[src/rtl/led_mode_sequencer.sv]
// Button-driven LED mode controller: synchronise, debounce and arbitrate four active-low buttons.
// Optional macro LED_SEQ_PINGPONG_EN adds the PINGPONG bounce mode (button[3] pressed while in SHIFT).
module led_mode_sequencer #(
    parameter int TICK_DIV     = 13_500_000,
    parameter int DEBOUNCE_CYC = 270_000
) (
    input  logic       clk,
    input  logic       rst,
    input  logic [3:0] button,
    output logic [3:0] led,
    output logic [2:0] mode,
    output logic       tick
);
    localparam int PW = $clog2(TICK_DIV);
    localparam int CW = $clog2(DEBOUNCE_CYC);
    localparam logic [PW-1:0] PRESC_MAX = PW'(TICK_DIV - 1);
    localparam logic [CW-1:0] DB_MAX    = CW'(DEBOUNCE_CYC - 1);

    localparam logic [2:0] MODE_OFF      = 3'd0;
    localparam logic [2:0] MODE_ON       = 3'd1;
    localparam logic [2:0] MODE_BLINK    = 3'd2;
    localparam logic [2:0] MODE_SHIFT    = 3'd3;
`ifdef LED_SEQ_PINGPONG_EN
    localparam logic [2:0] MODE_PINGPONG = 3'd4;
`endif

    localparam logic [3:0] LED_ALL_OFF = 4'b1111;
    localparam logic [3:0] LED_ALL_ON  = 4'b0000;
    localparam logic [3:0] LED_BIT0    = 4'b1110;

    logic [3:0]    sync1_q, sync1_d;
    logic [3:0]    sync2_q, sync2_d;
    logic [3:0]    db_q, db_d;
    logic [3:0]    db_dly_q, db_dly_d;
    logic [3:0]    evt_q, evt_d;
    logic [CW-1:0] db_cnt_q [4];
    logic [CW-1:0] db_cnt_d [4];
    logic [PW-1:0] presc_q, presc_d;
    logic [2:0]    mode_q, mode_d;
    logic [3:0]    led_q, led_d;
`ifdef LED_SEQ_PINGPONG_EN
    logic          dir_q, dir_d;   // 1 = lit LED moving toward bit3
`endif

    logic          evt_any;
    logic [2:0]    evt_mode;

    assign tick = (presc_q == PRESC_MAX);
    assign led  = led_q;
    assign mode = mode_q;

    // A debounced level only changes after the synced input has differed for DEBOUNCE_CYC cycles.
    always_comb begin
        sync1_d  = button;
        sync2_d  = sync1_q;
        db_dly_d = db_q;
        evt_d    = db_dly_q & ~db_q;
        db_d     = db_q;
        for (int i = 0; i < 4; i++) begin
            db_cnt_d[i] = '0;
            if (sync2_q[i] != db_q[i]) begin
                if (db_cnt_q[i] == DB_MAX) begin
                    db_d[i] = sync2_q[i];
                end else begin
                    db_cnt_d[i] = db_cnt_q[i] + 1'b1;
                end
            end
        end
    end

    always_comb begin
        evt_any  = |evt_q;
        evt_mode = MODE_OFF;
        if (evt_q[1]) begin
            evt_mode = MODE_OFF;
        end else if (evt_q[0]) begin
            evt_mode = MODE_ON;
        end else if (evt_q[2]) begin
            evt_mode = MODE_BLINK;
        end else if (evt_q[3]) begin
`ifdef LED_SEQ_PINGPONG_EN
            evt_mode = (mode_q == MODE_SHIFT) ? MODE_PINGPONG : MODE_SHIFT;
`else
            evt_mode = MODE_SHIFT;
`endif
        end
    end

    // An accepted event always wins over a coincident tick and restarts the prescaler.
    always_comb begin
        mode_d  = mode_q;
        led_d   = led_q;
        presc_d = tick ? '0 : presc_q + 1'b1;
`ifdef LED_SEQ_PINGPONG_EN
        dir_d   = dir_q;
`endif
        if (evt_any) begin
            presc_d = '0;
            mode_d  = evt_mode;
            case (evt_mode)
                MODE_OFF:   led_d = LED_ALL_OFF;
                MODE_ON:    led_d = LED_ALL_ON;
                MODE_BLINK: led_d = LED_ALL_ON;
                default: begin
                    led_d = LED_BIT0;
`ifdef LED_SEQ_PINGPONG_EN
                    dir_d = 1'b1;
`endif
                end
            endcase
        end else begin
            case (mode_q)
                MODE_OFF: led_d = LED_ALL_OFF;
                MODE_ON:  led_d = LED_ALL_ON;
                MODE_BLINK: begin
                    if (tick) led_d = ~led_q;
                end
                MODE_SHIFT: begin
                    if (tick) led_d = {led_q[0], led_q[3:1]};
                end
`ifdef LED_SEQ_PINGPONG_EN
                MODE_PINGPONG: begin
                    if (tick) begin
                        if (dir_q) begin
                            if (led_q == 4'b0111) begin
                                dir_d = 1'b0;
                                led_d = {led_q[0], led_q[3:1]};
                            end else begin
                                led_d = {led_q[2:0], led_q[3]};
                            end
                        end else begin
                            if (led_q == LED_BIT0) begin
                                dir_d = 1'b1;
                                led_d = {led_q[2:0], led_q[3]};
                            end else begin
                                led_d = {led_q[0], led_q[3:1]};
                            end
                        end
                    end
                end
`endif
                default: begin
                    mode_d = MODE_OFF;
                    led_d  = LED_ALL_OFF;
                end
            endcase
        end
    end

    always_ff @(posedge clk or negedge rst) begin
        if (!rst) begin
            sync1_q  <= 4'hF;
            sync2_q  <= 4'hF;
            db_q     <= 4'hF;
            db_dly_q <= 4'hF;
            evt_q    <= 4'h0;
            for (int i = 0; i < 4; i++) db_cnt_q[i] <= '0;
            presc_q  <= '0;
            mode_q   <= MODE_OFF;
            led_q    <= LED_ALL_OFF;
`ifdef LED_SEQ_PINGPONG_EN
            dir_q    <= 1'b1;
`endif
        end else begin
            sync1_q  <= sync1_d;
            sync2_q  <= sync2_d;
            db_q     <= db_d;
            db_dly_q <= db_dly_d;
            evt_q    <= evt_d;
            for (int i = 0; i < 4; i++) db_cnt_q[i] <= db_cnt_d[i];
            presc_q  <= presc_d;
            mode_q   <= mode_d;
            led_q    <= led_d;
`ifdef LED_SEQ_PINGPONG_EN
            dir_q    <= dir_d;
`endif
        end
    end
endmodule

[config.mk]
export PLATFORM = sky130hd
export DESIGN_NAME = led_mode_sequencer
export DESIGN_NICKNAME = d
export VERILOG_FILES = /design/src/rtl/led_mode_sequencer.sv
export SDC_FILE = /design/constraint.sdc
export NUM_CORES = 1
export LEC_CHECK = 0
export ABC_AREA = 1
export CAP_MARGIN = 5
export CORE_MARGIN = 8
export CORE_UTILIZATION = 35
export CTS_BUF_LIST = sky130_fd_sc_hd__clkbuf_8
export CTS_CLUSTER_DIAMETER = 60
export DETAILED_ROUTE_END_ITERATION = 16
export GPL_TIMING_DRIVEN = 0
export PLACE_DENSITY = 0.55
export SETUP_SLACK_MARGIN = 0.2
export SYNTH_ARGS = -nofsm -noshare
export SYNTH_HDL_FRONTEND = slang
export SYNTH_SLANG_ARGS = --single-unit
[constraint.sdc]
create_clock -name clk -period 1.39 [get_ports clk]
set_input_delay 0.417 -clock clk [delete_from_list [all_inputs] [get_ports clk]]
set_output_delay 0.417 -clock clk [all_outputs]
set_load 0.05 [all_outputs]
Wires at chosen ports, followed through buffers:
Drawn at 2 px/um.
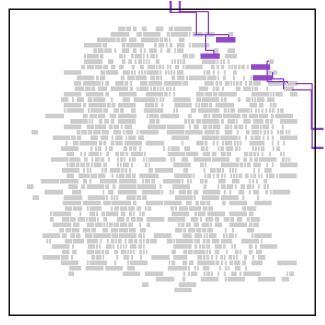
led -> purple  # bits 4, direction output, edge 2 right, 2 top, end cells 4, buffers 4, wire 198 um

Cell placement:
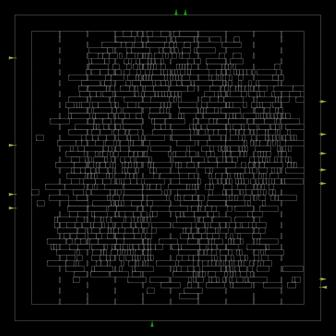
seq_cells: 126
n_taps: 234
row cnt: 50

Cell sizes after repair:
Drawn at 3 px/um.
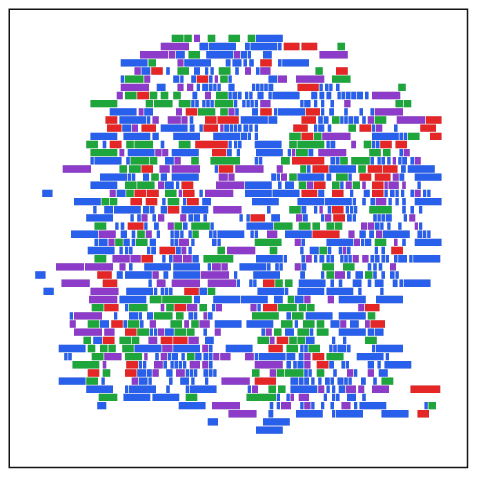
drive 6 and up -> red  # cells 82
drive 3 to 4 -> green  # cells 157
drive 1 or less -> blue  # cells 556
drive 2 -> purple  # cells 172
Area Overhead vs Synth: 45.5%
Final Cell Area: 9450 sq um

==> ci_impl_report.md <==
### Yosys + OpenROAD results

| Metric | Value |
|---|---|
| Init Core Util | a little over a third |
| Register share after synthesis | 48.9% |
| Final period util | 152% |
| Simple-Gate Fraction of Synth Area | between 30% and 40% |
| Largest cells by area after synthesis | dfrtp_1 (41%), nor2_1 (10%), nand2_1 (8.9%) |
| Initial antenna violation count | 0 |
| Post-route ant nets | 0 |
| # IOs | 14 |
| CTS H-tree depth | 4 |
| Setup violators final | 45 |
| Top Usage Layer GRT | met2 |
| Non-clock inverter total of the final layout | approximately 95 |
| Mux share of post-synthesis cell area | 0% |
| Status | finished, violations left |
| CP required | 0.97 ns |
| Worst-path cell chain | ha_4, nand3_4, inv_2, nand3_2, nor4_4, buf_6 |
| Clock power share | roughly 43% |
| Final Net Count | 966 |
| Critical Path Max Stage Delay | approximately 0.40 ns |
| WHS | -0.0853 ns |
| Final setup margin | -0.725 ns |
| Syn_nets | slightly above 800 |
| Worst reg2reg path endpoint | presc_q[20] |
| Post-Syn Instances | 809 |
| Final Hold Fails | 40 |
| CP bufs+invs | 2 |
| Flops after synth | 126 |
| Failing checks | hold timing, setup timing |
Wiring by layer:
Drawn at 3 px/um. Only two layers are drawn.
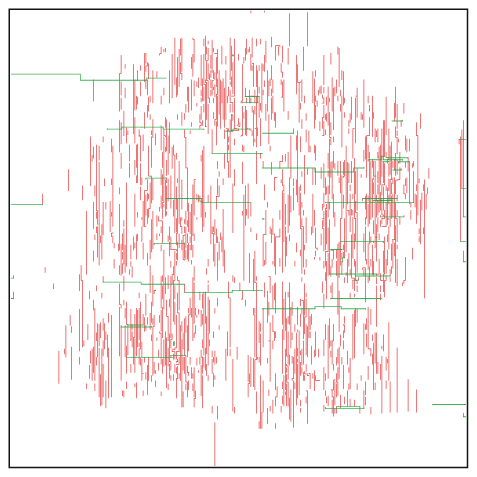
met2 -> red  # wire length 7,840 um
met3 -> green  # wire length 547 um

Pin placement:
Drawn at 3 px/um. Pins as bars across the die edge, other pins in gray.
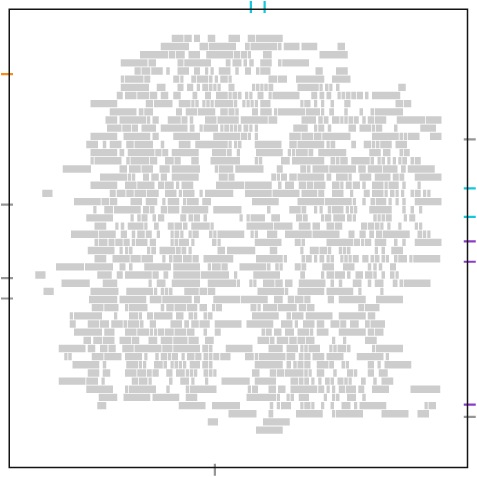
mode -> purple  # pins 3, direction output, edge right
clk -> orange  # pins 1, direction input, edge left
led -> cyan  # pins 4, direction output, edge 2 right, 2 top
Die Span Y: 152 um
Buffers on Ports: 12

Power is estimated from default activity; no workload was simulated.
